sizes.png
(4 px per um)
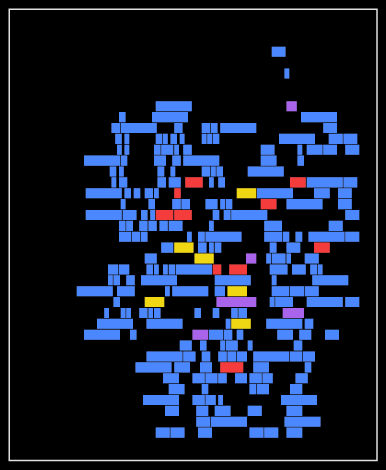
io_fan.png
(2 px per um)
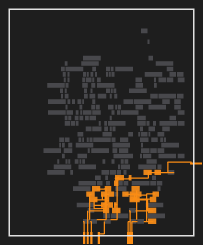
placement.png
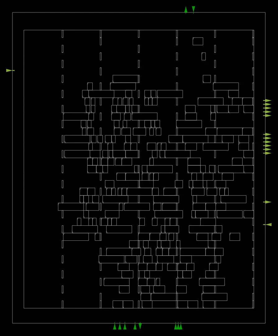
io_placement.png
(4 px per um) Pins as bars across the die edge, other pins in gray.
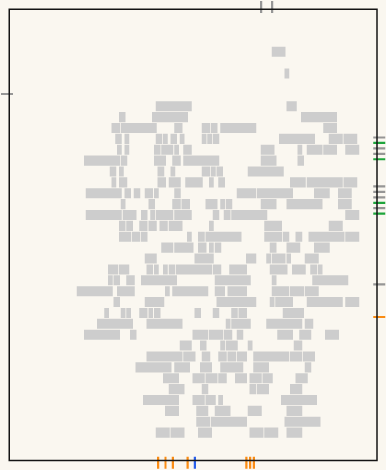
logic_types.png
(4 px per um)
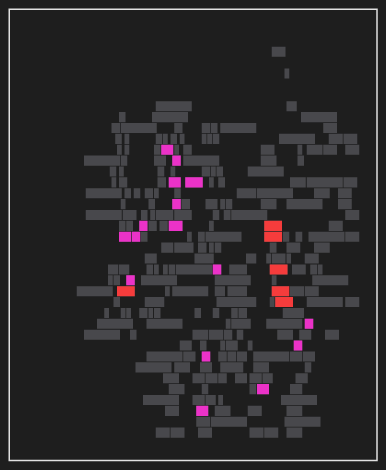
==> config.mk <==
export PLATFORM = sky130hd
export DESIGN_NAME = keypad_decoder
export DESIGN_NICKNAME = d
export VERILOG_FILES = /design/src/rtl/keypad_decoder.sv
export SDC_FILE = /design/constraint.sdc
export NUM_CORES = 1
export LEC_CHECK = 0
export ABC_CLOCK_PERIOD_IN_PS = 5750
export CAP_MARGIN = 20
export CORE_ASPECT_RATIO = 1.25
export CORE_MARGIN = 4
export CORE_UTILIZATION = 25
export DETAILED_ROUTE_END_ITERATION = 7
export GPL_TIMING_DRIVEN = 1
export PLACE_DENSITY_LB_ADDON = 0.3
export SYNTH_ARGS = -nofsm -noshare
export SYNTH_HDL_FRONTEND = slang
export SYNTH_SLANG_ARGS = --single-unit
export TNS_END_PERCENT = 50
==> constraint.sdc <==
create_clock -name clk -period 5.75 [get_ports clk]
set_clock_uncertainty 0.1 [all_clocks]
set_input_delay 1.15 -clock clk [delete_from_list [all_inputs] [get_ports clk]]
set_output_delay 1.15 -clock clk [all_outputs]
set_load 0.005 [all_outputs]
==> src/rtl/keypad_decoder.sv <==
// Debounces the keypad scanner's one-hot key word, decodes it to a hex digit,
// issues one press event per physical press and keeps the last two digits.
module keypad_decoder #(
  parameter int DEBOUNCE_CYCLES = 30000,  // must be >= 2
  localparam int CNT_W = $clog2(DEBOUNCE_CYCLES + 1)
) (
  input  logic       clk,
  input  logic       reset,
  input  logic [7:0] key_val,
  output logic       hold,
  output logic       key_valid,
  output logic [3:0] key_code,
  output logic [3:0] curr_digit,
  output logic [3:0] prev_digit
);

  typedef enum logic [1:0] {
    IDLE,
    DEBOUNCE,
    HELD,
    RELEASE
  } state_t;

  localparam logic [CNT_W-1:0] CNT_LAST = CNT_W'(DEBOUNCE_CYCLES - 1);
  localparam logic [CNT_W-1:0] CNT_ONE  = CNT_W'(1);

  state_t           r_state;
  logic [CNT_W-1:0] r_cnt;
  logic [7:0]       r_cand;

  logic       w_legal;
  logic       w_match;
  logic       w_zero;
  logic       w_cnt_last;
  logic [3:0] w_code;

  function automatic logic f_onehot4(input logic [3:0] v);
    return (v != 4'd0) && ((v & (v - 4'd1)) == 4'd0);
  endfunction

  function automatic logic [1:0] f_bit_index(input logic [3:0] v);
    case (v)
      4'b0010: return 2'd1;
      4'b0100: return 2'd2;
      4'b1000: return 2'd3;
      default: return 2'd0;
    endcase
  endfunction

  // Index is {row position, column position}; only called on a legal word.
  function automatic logic [3:0] f_decode(input logic [7:0] kv);
    logic [3:0] idx;
    idx = {f_bit_index(kv[7:4]), f_bit_index(kv[3:0])};
    case (idx)
      4'h0: return 4'h1;
      4'h1: return 4'h2;
      4'h2: return 4'h3;
      4'h3: return 4'hA;
      4'h4: return 4'h4;
      4'h5: return 4'h5;
      4'h6: return 4'h6;
      4'h7: return 4'hB;
      4'h8: return 4'h7;
      4'h9: return 4'h8;
      4'hA: return 4'h9;
      4'hB: return 4'hC;
      4'hC: return 4'hE;
      4'hD: return 4'h0;
      4'hE: return 4'hF;
      default: return 4'hD;
    endcase
  endfunction

  assign w_legal    = f_onehot4(key_val[7:4]) && f_onehot4(key_val[3:0]);
  assign w_match    = (key_val == r_cand);
  assign w_zero     = (key_val == 8'h00);
  assign w_cnt_last = (r_cnt == CNT_LAST);
  assign w_code     = f_decode(r_cand);

  // hold is registered from the next state, so it rises the cycle after the
  // first legal sample and falls the cycle after the last release sample.
  always_ff @(posedge clk or posedge reset) begin
    if (reset) begin
      r_state    <= IDLE;
      r_cnt      <= '0;
      r_cand     <= '0;
      hold       <= 1'b0;
      key_valid  <= 1'b0;
      key_code   <= 4'h0;
      curr_digit <= 4'h0;
      prev_digit <= 4'h0;
    end else begin
      // NOTE: non-blocking assignments keep every register sampling the
      // pre-edge values, so reads of r_cnt/r_cand below see the old state.
      key_valid <= 1'b0;
      case (r_state)
        IDLE: begin
          if (w_legal) begin
            r_cand  <= key_val;
            r_cnt   <= CNT_ONE;
            r_state <= DEBOUNCE;
            hold    <= 1'b1;
          end else begin
            hold <= 1'b0;
          end
        end

        DEBOUNCE: begin
          if (!w_match) begin
            r_cnt   <= '0;
            r_state <= IDLE;
            hold    <= 1'b0;
          end else if (w_cnt_last) begin
            r_cnt      <= '0;
            r_state    <= HELD;
            key_valid  <= 1'b1;
            key_code   <= w_code;
            prev_digit <= curr_digit;
            curr_digit <= w_code;
          end else begin
            r_cnt <= r_cnt + CNT_ONE;
          end
        end

        HELD: begin
          if (w_zero) begin
            r_cnt   <= CNT_ONE;
            r_state <= RELEASE;
          end
        end

        RELEASE: begin
          if (!w_zero) begin
            r_cnt   <= '0;
            r_state <= HELD;
          end else if (w_cnt_last) begin
            r_cnt   <= '0;
            r_state <= IDLE;
            hold    <= 1'b0;
          end else begin
            r_cnt <= r_cnt + CNT_ONE;
          end
        end

        default: begin
          r_cnt   <= '0;
          r_state <= IDLE;
          hold    <= 1'b0;
        end
      endcase
    end
  end

endmodule

==> flow_metrics.env <==
# physical design summary
export IMPL_buf_share_pct=9.52
export IMPL_ff_type="dfrtp_1"
export IMPL_post_synth_cell_area_avg_um2=9.74
export IMPL_layout_setup_ws_ps=2390
export IMPL_xor_share_pct=6.42
export IMPL_largest_class="logic gates"
export IMPL_simple_gate_share_pct=25.7
export IMPL_cts_made_buffers=5
export IMPL_synth_area_um2=2180
export IMPL_crit_fanout=25
export IMPL_drc=0
export IMPL_required_ps=5860
export IMPL_async_flop_share_pct=100
export IMPL_finalSetupViolations=0
export IMPL_fp_util_pct=26.0
export IMPL_wl_per_cell_um=12.4
export IMPL_synth_cells=224
export IMPL_antenna_found_initial=0
export IMPL_period_needed_ps=3360
export IMPL_clock_fmax_mhz=298
export IMPL_top_usage_layer="met2"
export IMPL_crit_slowest_cell="o32ai_4"
export IMPL_period_used_pct=58.4
export IMPL_crit_cells=6
export IMPL_r2r_end="curr_digit[1]"
export IMPL_clock_buffers=6
export IMPL_ys_sh_adder_pct=3.44
export IMPL_edf_count=0
export IMPL_whs_ps=384
export IMPL_r2r_cells=6
export IMPL_peakVddDrop_mv=0.0914
export IMPL_cp_buffers_inverters=1
export IMPL_synth_cell_type_count=42
export IMPL_fp_nets=240
export IMPL_yosys_register_bits=35
export IMPL_routed_top_layer="met4"
export IMPL_dr_pass1_iters=4
export IMPL_arrival_ps=3470
export IMPL_register_area_um2=876
export IMPL_post_place_ws_ps=2020
export IMPL_buffers_excl_clock=25
export IMPL_die_h_um=112
export IMPL_clk_pin_slew_worst_paths_ps=70
export IMPL_ant_nets=0
export IMPL_critPathLaunch="key_val[5]"
export IMPL_r2r_setup_slack_ps=3150
export IMPL_htree_levels=2
export IMPL_diodes=0
export IMPL_endpoint="r_cnt[8]"
export IMPL_post_cts_resized=0
export IMPL_dr_wl_met2_um=2290
export IMPL_p_per_area_nw_per_um2=306
export IMPL_routed_wl_um=4450
export IMPL_via_count=1669
export IMPL_slew_headroom_pct=39.6
export IMPL_die_w_um=91.6
export IMPL_worstHoldPathCells=1
export IMPL_fillers=887
export IMPL_hold_buffers=0
export IMPL_comb_cells=166
export IMPL_grt_use_met2_pct=15.3
export IMPL_rsz0062_at_grt="false"
export IMPL_comb_area_um2=1190
export IMPL_status="completed"
export IMPL_max_cap_violations=0
export IMPL_ys_cells=224
export IMPL_startpoint_type="primary input"
export IMPL_dpl_cell_area_um2=2480
export IMPL_final_setup_tns_ps=0
export IMPL_met1_length_um=1980
export IMPL_leakagePower_nw=1.11
export IMPL_cp_common_cell="nand3_1"
export IMPL_clockBufferDepth=2
export IMPL_path_class="primary input to flop"
export IMPL_min_from="prev_digit[1]"
export IMPL_grt_use_met3_pct=2.55
export IMPL_top_regs="r_cnt (15), r_cand (8)"
export IMPL_cts_sinks=35
export IMPL_ff_count=35
export IMPL_critPathMaxStageDelay_ps=850
export IMPL_fp_row_count=37
export IMPL_largest_register="r_cnt"
export IMPL_min_to="prev_digit[1]"
export IMPL_clk_share_pct=3.40
export IMPL_hpwl_um=3190
export IMPL_ys_area_um2=2180
export IMPL_synthAoiAreaFrac_pct=7.68
export IMPL_drt_iter0_markers=75
export IMPL_use_met1_pct=11.2
export IMPL_min_path_type="flop to flop"
export IMPL_ys_seq_share_pct=40.1
export IMPL_die_area_um2=10300
export IMPL_yosysWarningCount=0
export IMPL_nets=258
export IMPL_log_warning_count=30
export IMPL_grt_pass1_vias=1624
export IMPL_max_slew_worst_pin_slew_ps=907
export IMPL_cts_tree="built"
export IMPL_power_mw=0.788
export IMPL_seq_share_pct=34.0
export IMPL_drive_gt1_share_pct=8.68
export IMPL_insertion_delay_ps=280
export IMPL_mux_area_share_pct=11.1
export IMPL_placedCellCount=351
export IMPL_hold_viol=0
export IMPL_path_delay_family="AND-OR/OR-AND gates"
export IMPL_path_cells="clkdlybuf4s50_1 -> xnor2_1 -> nand3_1 -> o32ai_4 -> or3b_1 -> nand3_1"
export IMPL_r2r_start="r_cnt[0]"
export IMPL_largest_register_ff_count=15
export IMPL_viasPerCell=4.65
export IMPL_nonClockInverterCount=9
export IMPL_endpoint_kind="flop"
export IMPL_grt_max_degree=36
export IMPL_grt_pass1_wl_um=7780
export IMPL_cts_root_buffer="clkbuf_8"
export IMPL_dr_wl_met3_um=135
export IMPL_grt_usage_pct=9.13
export IMPL_lay_top_cells="35 x dfrtp_1, 25 x nand3_1, 23 x clkdlybuf4s50_1"
export IMPL_post_cts_setup_buffer_count=0
export IMPL_grt_overflow=0
export IMPL_finalMaxSlewViolations=0
export IMPL_gp_congestion=0.745
export IMPL_logic_family="simple AND/OR/NAND/NOR gates"
## Picture notes: sizes.png
legend:
  _6 and larger:
    color: yellow
    cells: 6
  _3 and _4 cells:
    color: purple
    cells: 5
  _2 cells:
    color: red
    cells: 10
  _0 and _1 cells:
    color: blue
    cells: 221
area added between synthesis and finish: 18.0%
final instance area: 2570 um^2

## Picture notes: io_fan.png
legend:
  `key_val`:
    color: orange
    bits: 8
    direction: input
    edge: 7 bottom, 1 right
    end_cells: 28
    buffers: 8
    wire: 313 um
port bufs: 23
top-level I/O count: 24

## Picture notes: placement.png
floorplan core area: 8380 um^2
final core occ: 30.7%
# Taps: 117

## Picture notes: io_placement.png
legend:
  `hold`:
    color: blue
    pins: 1
    direction: output
    edge: bottom
  `curr_digit`:
    color: green
    pins: 4
    direction: output
    edge: right
  `key_val`:
    color: orange
    pins: 8
    direction: input
    edge: 7 bottom, 1 right
all pins by edge: 13 right, 8 bottom, 2 top, 1 left

## Picture notes: logic_types.png
legend:
  adder and majority cells:
    color: red
    cells: 6
    most_used: ha_1
    where: middle right
  AND and OR gates:
    color: magenta
    cells: 16
    most_used: and3_1
Cell Count, Final, Fillers Out: 359
combinational share of cell area: 46.1%
dominant logic cell type in the layout: dfrtp_1

==> synth_stat cells (all sizes together) (3+ instances only) <==
cell type / number / area (um^2)
buf: 10 / 71.3
or3b: 3 / 26.3
xnor2: 15 / 131
mux2: 15 / 173
nor3: 6 / 30.0
nand3: 25 / 125
nand2: 21 / 78.8
inv: 9 / 33.8
ha: 6 / 75.1
mux2i: 7 / 70.1
a21oi: 5 / 25.0
nand4: 15 / 100
o21ai: 7 / 35.0
nor2: 10 / 45.0
dfrtp: 35 / 876
clkbuf: 4 / 15.0
nor4: 3 / 25.0
or3: 3 / 18.8
and3: 4 / 25.0
==> where the power goes <==
group	leakage (nW)	total [mW]	switching, mW	internal (mW)
sequential	0.468	0.330	0.0473	0.282
combinational	0.596	0.278	0.142	0.136
clock	0.0470	0.181	0.0870	0.0940
Power and IR drop assume default switching activity.
